### config.mk
export PLATFORM = sky130hd
export DESIGN_NAME = mul_seq_ctrl
export DESIGN_NICKNAME = d
export VERILOG_FILES = /design/src/rtl/mul_seq_pkg.sv /design/src/rtl/mul_sign_fix.sv /design/src/rtl/mul_seq_ctrl.sv
export SDC_FILE = /design/constraint.sdc
export NUM_CORES = 1
export LEC_CHECK = 0
export ABC_AREA = 1
export ABC_CLOCK_PERIOD_IN_PS = 1400
export CORE_MARGIN = 3
export CORE_UTILIZATION = 38
export CTS_CLUSTER_SIZE = 40
export DETAILED_ROUTE_END_ITERATION = 6
export PLACE_DENSITY = 0.82
export SLEW_MARGIN = 10
export SYNTH_ARGS = -nofsm -noshare
export SYNTH_HDL_FRONTEND = slang
export SYNTH_SLANG_ARGS = --single-unit
### constraint.sdc
create_clock -name clk -period 1.4 [get_ports clk]
set_input_delay 0.28 -clock clk [delete_from_list [all_inputs] [get_ports clk]]
set_output_delay 0.28 -clock clk [all_outputs]
set_load 0.05 [all_outputs]
### src/rtl/mul_seq_pkg.sv
// Shared types and constants for the 8x8 array multiplier sequencer.
package mul_seq_pkg;

  localparam int OP_W  = 8;
  localparam int RES_W = 16;
  localparam int CNT_W = 4;

  localparam int unsigned DISP_MAX_DEF = 9999;

  typedef enum logic [1:0] {
    IDLE,
    SETTLE,
    DONE
  } state_e;

  // The array always sees magnitudes, so its raw product is |result|.
  function automatic logic exceeds_disp(input logic [RES_W-1:0] mag,
                                        input int unsigned       lim);
    return 32'(mag) > lim;
  endfunction

endpackage

### src/rtl/mul_sign_fix.sv
// Two's-complement front/back end for the unsigned array multiplier.
// Used only when SIGNED_MUL_EN is defined.
module mul_sign_fix
  import mul_seq_pkg::*;
(
  input  logic [OP_W-1:0]  op_a,
  input  logic [OP_W-1:0]  op_b,
  input  logic [RES_W-1:0] prod,
  input  logic             neg,
  output logic [OP_W-1:0]  mag_a,
  output logic [OP_W-1:0]  mag_b,
  output logic             sign_x,
  output logic [RES_W-1:0] prod_fixed
);

  // -128 negates to itself, which reads as 8'h80 = 128 unsigned.
  assign mag_a      = op_a[OP_W-1] ? (~op_a + OP_W'(1)) : op_a;
  assign mag_b      = op_b[OP_W-1] ? (~op_b + OP_W'(1)) : op_b;
  assign sign_x     = op_a[OP_W-1] ^ op_b[OP_W-1];
  assign prod_fixed = neg ? (~prod + RES_W'(1)) : prod;

endmodule

### src/rtl/mul_seq_ctrl.sv
// Sequencer for the combinational 8x8 array multiplier: accept, settle, capture.
// Build option: SIGNED_MUL_EN selects two's-complement operands and result.
//
// state  | meaning
// IDLE   | ready for an operand pair
// SETTLE | operands on the array, counting down settle cycles
// DONE   | result held until the consumer takes it
module mul_seq_ctrl
  import mul_seq_pkg::*;
#(
  parameter int          SETTLE_CYCLES = 2,
  parameter int unsigned DISP_MAX      = DISP_MAX_DEF
) (
  input  logic              clk,
  input  logic              rst,
  input  logic              req_valid,
  output logic              req_ready,
  input  logic [OP_W-1:0]   op_a,
  input  logic [OP_W-1:0]   op_b,
  output logic [OP_W-1:0]   mul_a,
  output logic [OP_W-1:0]   mul_b,
  input  logic [RES_W-1:0]  mul_p,
  output logic              res_valid,
  input  logic              res_ready,
  output logic [RES_W-1:0]  result,
  output logic              ovf,
  output logic              busy
);

  state_e             state_q, state_d;
  logic [CNT_W-1:0]   cnt_q, cnt_d;
  logic [OP_W-1:0]    mul_a_q, mul_a_d;
  logic [OP_W-1:0]    mul_b_q, mul_b_d;
  logic [RES_W-1:0]   result_q, result_d;
  logic               ovf_q, ovf_d;
  logic               req_ready_q, req_ready_d;
  logic               res_valid_q, res_valid_d;
  logic               busy_q, busy_d;

  logic [OP_W-1:0]    mag_a;
  logic [OP_W-1:0]    mag_b;
  logic [RES_W-1:0]   prod_fixed;
  logic               accept;
  logic               zero_op;

`ifdef SIGNED_MUL_EN
  logic neg_q, neg_d;
  logic sign_x;

  mul_sign_fix u_sign_fix (
    .op_a       (op_a),
    .op_b       (op_b),
    .prod       (mul_p),
    .neg        (neg_q),
    .mag_a      (mag_a),
    .mag_b      (mag_b),
    .sign_x     (sign_x),
    .prod_fixed (prod_fixed)
  );

  always_comb begin
    neg_d = neg_q;
    if (accept) neg_d = sign_x;
  end

  always_ff @(posedge clk) begin
    if (rst) neg_q <= 1'b0;
    else     neg_q <= neg_d;
  end
`else
  assign mag_a      = op_a;
  assign mag_b      = op_b;
  assign prod_fixed = mul_p;
`endif

  assign accept  = (state_q == IDLE) && req_valid && req_ready_q;
  assign zero_op = (op_a == '0) || (op_b == '0);

  always_comb begin
    state_d     = state_q;
    cnt_d       = cnt_q;
    mul_a_d     = mul_a_q;
    mul_b_d     = mul_b_q;
    result_d    = result_q;
    ovf_d       = ovf_q;
    req_ready_d = req_ready_q;
    res_valid_d = res_valid_q;
    busy_d      = busy_q;

    case (state_q)
      IDLE: begin
        if (accept) begin
          mul_a_d     = mag_a;
          mul_b_d     = mag_b;
          cnt_d       = CNT_W'(SETTLE_CYCLES - 1);
          req_ready_d = 1'b0;
          busy_d      = 1'b1;
          // A zero operand makes the product known without waiting on the array.
          if (zero_op) begin
            result_d    = '0;
            ovf_d       = 1'b0;
            res_valid_d = 1'b1;
            state_d     = DONE;
          end else begin
            state_d = SETTLE;
          end
        end
      end

      SETTLE: begin
        if (cnt_q == '0) begin
          result_d    = prod_fixed;
          ovf_d       = exceeds_disp(mul_p, DISP_MAX);
          res_valid_d = 1'b1;
          state_d     = DONE;
        end else begin
          cnt_d = cnt_q - CNT_W'(1);
        end
      end

      DONE: begin
        // Ready comes back one cycle after the handshake, never in the same cycle.
        if (res_ready) begin
          res_valid_d = 1'b0;
          req_ready_d = 1'b1;
          busy_d      = 1'b0;
          state_d     = IDLE;
        end
      end

      default: begin
        state_d     = IDLE;
        req_ready_d = 1'b1;
        res_valid_d = 1'b0;
        busy_d      = 1'b0;
      end
    endcase
  end

  always_ff @(posedge clk) begin
    if (rst) begin
      state_q     <= IDLE;
      cnt_q       <= '0;
      mul_a_q     <= '0;
      mul_b_q     <= '0;
      result_q    <= '0;
      ovf_q       <= 1'b0;
      req_ready_q <= 1'b1;
      res_valid_q <= 1'b0;
      busy_q      <= 1'b0;
    end else begin
      state_q     <= state_d;
      cnt_q       <= cnt_d;
      mul_a_q     <= mul_a_d;
      mul_b_q     <= mul_b_d;
      result_q    <= result_d;
      ovf_q       <= ovf_d;
      req_ready_q <= req_ready_d;
      res_valid_q <= res_valid_d;
      busy_q      <= busy_d;
    end
  end

  assign req_ready = req_ready_q;
  assign res_valid = res_valid_q;
  assign mul_a     = mul_a_q;
  assign mul_b     = mul_b_q;
  assign result    = result_q;
  assign ovf       = ovf_q;
  assign busy      = busy_q;

endmodule

Fig. 1: run 1, sequential cells grouped by signal name
Scale: 4 px per um.
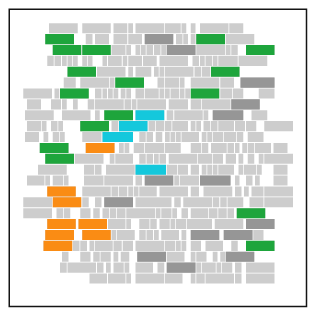
[green] result | flops: 16
[cyan] cnt_q | flops: 4 | where: center
[orange] mul_a | flops: 8 | where: south-west
not colored: 14
post-layout util: 77.2%
Seq/total area: 24.9%
sequential power: 2.10 mW

Fig. 2: run 1, routing congestion map
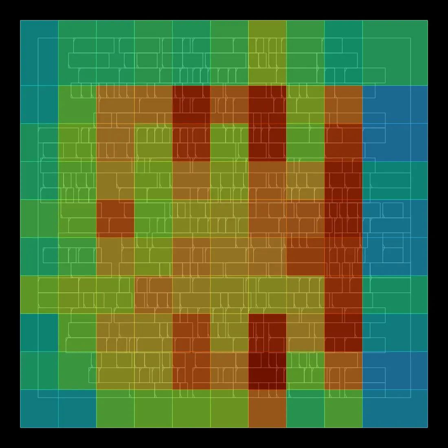
DR WL/cell: 15.8 um
met2 Usage GRT: 35.0%

==> flow_summary.ini, run 1 <==
; synthesis and place-and-route metrics
[worst_setup_path]
crit_fanout = 8
critPathMaxStageDelay_ns = 0.52
end_kind = flop
critical_path_class = primary input to flop
arrival_ns = 1.61
cpMostUsedCell = nand2_1
reg2reg_slack_ns = -0.02
cp_num_cells = 9
required_ns = 1.57
path_cells = clkdlybuf4s50_1 -> nand2_1 -> nand2_2 -> nand2_4 -> nor2_4 -> buf_4 -> nand2_8 -> nand2_1 -> a21oi_1
cp-startpoint = req_valid
critPathSlowestCell = clkdlybuf4s50_1
endpoint = result[15]

[clock_network]
clock_latency_ns = 0.29
clock-sinks = 42
htreeDepth = 2
cts_hold_buffers = 0
path_clk_slew_ns = 0.08
post_cts_buffers = 0
cts_buffer_depth = 2
cts_buffers = 5

[status]
status = finished with violations
violations = setup timing

[place]
portBuffers = 71
dp_slack_ns = -0.244
place_area_mm2 = 0.00306
placedCellCount = 371
place_hpwl_mm = 3.93

[global_route]
antenna_found_initial = 1
grt.overflow.total = 0
busiest_layer = met2
grt.total_usage_pct = 19.6

[cells_and_area]
stdcell_count = 393
area_growth_pct = 94.4
lay_top_cells = nand2_1 (51), buf_12 (40), dfxtp_1 (37), a21oi_1 (34), buf_4 (26)
final_area_mm2 = 0.00341
fill_cells = 262
final_net_count = 376

[final_timing]
fin_crit_ns = 1.43
max_freq_mhz = 699
postLayoutSetupSlackWorst_ns = -0.0303
fin_crit_sh_pct = 102
tns_ns = -0.0489
hold_slack_ns = 0.289
slew_headroom_pct = 82.3
setup_viol = 2
worst_pin_slew_ns = 0.264

[synth]
synthArstFlopShare_pct = 0
synth_top_flop_cell = dfxtp_1
synth_flops = 42
syn_nets = 271
ys_seq_share_pct = 48.0
synthCells = 234
yosys_warnings = 0
synth.most_common_cell = nand2_1
synth_area_mm2 = 0.00175

[worst_hold_path]
hold_path_depth = 3
holdPathEnd = mul_a[7]
holdCritStartpoint = op_a[7]

[power_and_ir_drop]
irDropWorstVdd_uv = 1220
maxPowerGroup = combinational cells
swShare_pct = 45.1
power_frac_clock_pct = 9.7
totalPowerFinal_mw = 8.23
p_seq_share_pct = 25.5
p_leak_nw = 1.56
powerDensity_mw_per_mm2 = 2410

[floorplan]
dieArea_mm2 = 0.00546
rows = 24
die_w_um = 73.9

[routing]
top_layer_used = met4
postRouteAntennaNets = 0
drc_errors = 0
routed-via-count = 1986
firstDrtPassIters = 4
dr_wl_met3_um = 277
routed_wl_mm = 6.20

[flow_run]
maxCapViolCount = 0
Fig. 3: run 1, met2 routing
Scale: 4 px per um.
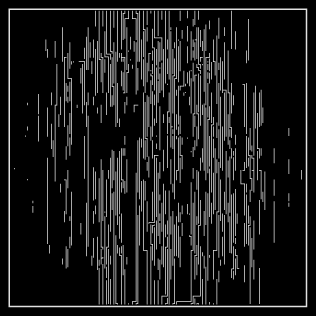
longest straight run: 32.6 um
main direction: vertical
share of all routed wire: 53%

[run 1: kinds of logic after synthesis]
| logic type | synth area share [%] |
|---|---|
| simple gates | 24.9 |
| buf+inv | 9.14 |
| fa+ha+maj | 0.714 |
| compound gates | 17.3 |
| flops | 48.0 |
[run 1: cell type report]
type / instances / area (um2) / share of cell area [%]
Timing Repair Buffer: 105 / 1430 / 41.9
Multi-Input combinational cell: 157 / 866 / 25.4
Sequential cell: 42 / 850 / 24.9
Inverter: 28 / 105 / 3.08
Clock buffer: 7 / 86.3 / 2.53
Tap cell: 52 / 65.1 / 1.91
Clock inverter: 1 / 5.00 / 0.147
Antenna cell: 1 / 2.50 / 0.0734
## Run 2: what changed since run 1
Settings changed: ABC_CLOCK_PERIOD_IN_PS 1400 to default, CTS_CLUSTER_SIZE 40 to 20.
Fig. 4: run 2, routing congestion map
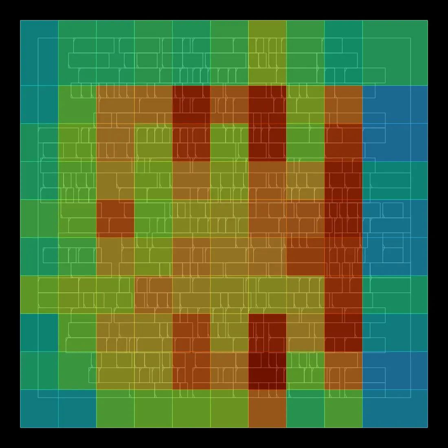
busiest grt layer: met2
met3 GRT Util: 3.97%
global-route usage over all layers: 19.6%

==> run 2 against run 1 <==
The flow still finishes with violations (setup timing). Critical path depth unchanged. Utilization unchanged. Routed wire length unchanged. Sequential share of layout area unchanged. Sequential power about the same. Largest power group unchanged. Synthesized cell count unchanged. Die area unchanged. Global-route usage unchanged. First-iteration DRC count unchanged. Largest cell class unchanged. Maximum frequency unchanged. Clock skew unchanged. Total power unchanged.
==> flow_summary.ini, run 2 <==
; synthesis and place-and-route metrics
[worst_hold_path]
holdCritStartpoint = op_a[7]
hold_path_depth = 3

[synth]
ys_sh_xor_pct = 0
synthArstFlopShare_pct = 0
synthCells = 234
synth_flops = 42
ys_seq_share_pct = 48.0
syn_nets = 271
synth_area_mm2 = 0.00175
fa_ha_area_share_pct = 0.714
muxShareOfSynthArea_pct = 0
top_logic_kind = simple AND/OR/NAND/NOR gates
synthSimpleGateAreaFrac_pct = 24.9
synth_top_flop_cell = dfxtp_1
synth.most_common_cell = nand2_1
yosys_warnings = 0

[routing]
dr_wl_met3_um = 277
wl_per_cell_um = 15.8
firstDrtPassIters = 4
drc_errors = 0
postRouteAntennaNets = 0
routed-via-count = 1986

[clock_network]
clock-sinks = 42
htreeDepth = 2
cts_buffer_depth = 2
cts_buffers = 5
path_clk_slew_ns = 0.08

[worst_setup_path]
cpMostUsedCell = nand2_1
critPathSlowestCell = clkdlybuf4s50_1
end_kind = flop
required_ns = 1.57
cp-startpoint = req_valid
path_cells = clkdlybuf4s50_1 -> nand2_1 -> nand2_2 -> nand2_4 -> nor2_4 -> buf_4 -> nand2_8 -> nand2_1 -> a21oi_1
reg2reg_slack_ns = -0.02
crit_fanout = 8
endpoint = result[15]

[cells_and_area]
area_growth_pct = 94.4
utilization_pct = 77.2
diodes = 1
lay_top_cells = nand2_1 (51), buf_12 (40), dfxtp_1 (37), a21oi_1 (34), buf_4 (26)
largest_class = buffers
inv_count = 28
seq_cells = 42
comb.multi_input.count = 157
ff_latch_area_um2 = 850
clk_share_pct = 2.68
final_net_count = 376
fill_cells = 262
layout.nonclk_buf_share_pct = 41.9
comb_area_share_pct = 25.4

[global_route]
grt.overflow.total = 0
antenna_found_initial = 1

[place]
place_hpwl_mm = 3.93
placedCellCount = 371

[floorplan]
well_tap_count = 52
rows = 24
die_w_um = 73.9

[power_and_ir_drop]
p_leak_nw = 1.56
swShare_pct = 45.1
irDropWorstVdd_uv = 1220
powerDensity_mw_per_mm2 = 2410

[final_timing]
postLayoutSetupSlackWorst_ns = -0.0303
hold_slack_ns = 0.289
fin_crit_ns = 1.43
setup_viol = 2
worst_pin_slew_ns = 0.264

[status]
violations = setup timing
status = finished with violations
Fig. 5: run 2, a small window of the routed layout
Region (24, 24) to (49, 49) um. Cells in gray, sequential cells in the stronger gray; small squares are vias.
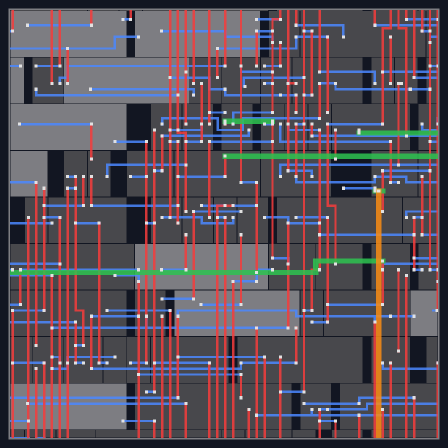
[blue] met1
[green] met3
[red] met2
[orange] met4
most frequent: nand2_1 (9), a21oi_1 (6), buf_12 (6)
netlist names of flops here include: cnt_q (4), mul_b (2)
cells with their middle in the window: 59
sequential cells in the window: 7

==> run 2: metrics by stage <==
stage          instance area [um2]  setup WS [ns]
6_report                      3410        -0.0303
2_1_floorplan                 1750        0.00458
5_1_grt                       3410        -0.0935
3_3_place_gp                  3060         -0.166
4_1_cts                       3180       0.000244
3_5_place_dp                  3060         -0.244
==> run 2: power by group through the flow <==
stage | clock network, mW | registers, mW | logic (mW)
floorplan | 0 | 3.02 | 1.30
global placement | 0 | 2.05 | 4.40
detailed placement | 0 | 2.08 | 4.50
CTS | 0.797 | 2.06 | 4.63
global route | 0.848 | 2.14 | 5.62
finish | 0.795 | 2.10 | 5.34
==> run 2: worst max-delay path, delay by kind of cell <==
family                 cells  cell delay, ns
AND-OR/OR-AND              1            0.07
buffers and inverters      2            0.68
AND/OR/NAND/NOR            6            0.57
## Run 3: what changed since run 2
Settings changed: CTS_CLUSTER_DIAMETER from default to 150.
Fig. 6: run 3, sequential cells grouped by signal name
Scale: 4 px per um.
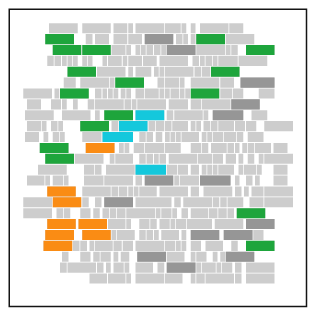
[orange] mul_a | flops: 8 | where: south-west
[green] result | flops: 16
[cyan] cnt_q | flops: 4 | where: center

==> run 3 against run 2 <==
The run still ends with setup timing left. Die area unchanged. Setup slack unchanged. Synthesized cell count did not move. Clock-buffer cell count unchanged. Routed wire length is the same. Critical path type unchanged.
==> flow_summary.ini, run 3 <==
; synthesis and place-and-route metrics
[final_timing]
fin_crit_ns = 1.43
setup_viol = 2
slew_headroom_pct = 82.3
hold_slack_ns = 0.289
postLayoutSetupSlackWorst_ns = -0.0303
clock_skew_ns = 0.0117
worst_pin_slew_ns = 0.264
tns_ns = -0.0489

[routing]
postRouteAntennaNets = 0
routed-via-count = 1986
wl_per_cell_um = 15.8
firstDrtPassIters = 4
dr_wl_met3_um = 277
drc_errors = 0

[floorplan]
die_w_um = 73.9
die_h_um = 73.9
dieArea_mm2 = 0.00546
pin_count = 72
rows = 24

[synth]
synth_top_flop_cell = dfxtp_1
synth_flops = 42
ys_seq_share_pct = 48.0
syn_nets = 271
edf_count = 0
synth.most_common_cell = nand2_1
synthSimpleGateAreaFrac_pct = 24.9
synth_area_mm2 = 0.00175
ys_sh_xor_pct = 0
synthArstFlopShare_pct = 0
fa_ha_area_share_pct = 0.714
yosys_warnings = 0
muxShareOfSynthArea_pct = 0
top_logic_kind = simple AND/OR/NAND/NOR gates
synthCells = 234

[place]
dp_slack_ns = -0.244
place_hpwl_mm = 3.93
placedCellCount = 371
place_congestion = 0.771
place_area_mm2 = 0.00306

[worst_setup_path]
crit_buf_inv = 2
cpMostUsedCell = nand2_1
crit_fanout = 8
arrival_ns = 1.61
required_ns = 1.57
cp_num_cells = 9
cp_top_family = buffers and inverters
path_cells = clkdlybuf4s50_1 -> nand2_1 -> nand2_2 -> nand2_4 -> nor2_4 -> buf_4 -> nand2_8 -> nand2_1 -> a21oi_1
start_kind = primary input
critical_path_class = primary input to flop
r2r_start = cnt_q[0]
endpoint = result[15]
cp-startpoint = req_valid
critPathSlowestCell = clkdlybuf4s50_1
reg2reg_slack_ns = -0.02
critPathMaxStageDelay_ns = 0.52
end_kind = flop

[power_and_ir_drop]
irDropWorstVdd_uv = 1220
p_leak_nw = 1.56
powerDensity_mw_per_mm2 = 2410
power_frac_clock_pct = 9.7
maxPowerGroup = combinational cells
p_clk_mw = 0.795
pg_comb_mw = 5.34
swShare_pct = 45.1
powerSeq_mw = 2.10

[cells_and_area]
utilization_pct = 77.2
lay_top_cells = nand2_1 (51), buf_12 (40), dfxtp_1 (37), a21oi_1 (34), buf_4 (26)
final_area_mm2 = 0.00341
final_net_count = 376
area_growth_pct = 94.4

[clock_network]
clock-sinks = 42
clock_latency_ns = 0.29
cts_buffer_depth = 2
cts_buffers = 5
path_clk_slew_ns = 0.08
htreeDepth = 2

[status]
violations = setup timing
status = finished with violations

[global_route]
grt_pass1_vias = 1787
antenna_found_initial = 1
grt_use_met3_pct = 3.97
grt.overflow.total = 0
grt_pass1_wl_mm = 8.21
busiest_layer = met2
grt.total_usage_pct = 19.6

[worst_hold_path]
holdCritStartpoint = op_a[7]
hold_path_depth = 3
Fig. 7: run 3, a small window of the routed layout
Region (24, 24) to (49, 49) um. Cells in gray, sequential cells in the stronger gray; small squares are vias.
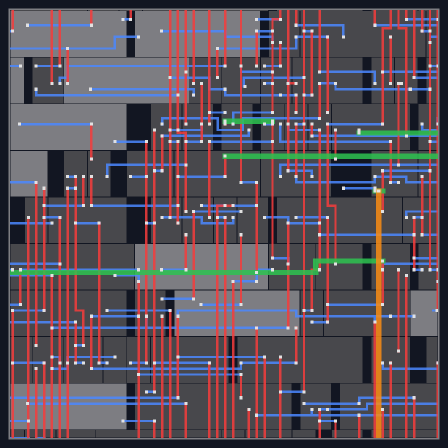
[green] met3
[blue] met1
[orange] met4
[red] met2
cells with their middle in the window: 59
netlist names of flops here include: cnt_q (4), mul_b (2)
most frequent: nand2_1 (9), a21oi_1 (6), buf_12 (6)
sequential cells in the window: 7

-- run 3: cell counts in the layout (fill, tap and decap cells not counted) --
No cell type changed its count.
-- run 3: final cells by class --
cell class                      count  area, um2
Clock inverter                      1       5.00
Clock buffer                        7       86.3
Multi-Input combinational cell    157        866
Sequential cell                    42        850
Timing Repair Buffer              105       1430
Tap cell                           52       65.1
Fill cell                         262       1010
Antenna cell                        1       2.50
Inverter                           28        105
-- run 3: what timing repair did --
item | 4_1_cts | 5_1_grt
cloned | 0 | 2
endpoints found under the setup margin | 19 | 37
endpoints found under the hold margin | 0 | 0
buffers inserted | 0 | 11
pin swaps | 2 | 15
gates resized | 8 | 52
Power is estimated from default activity; no workload was simulated.
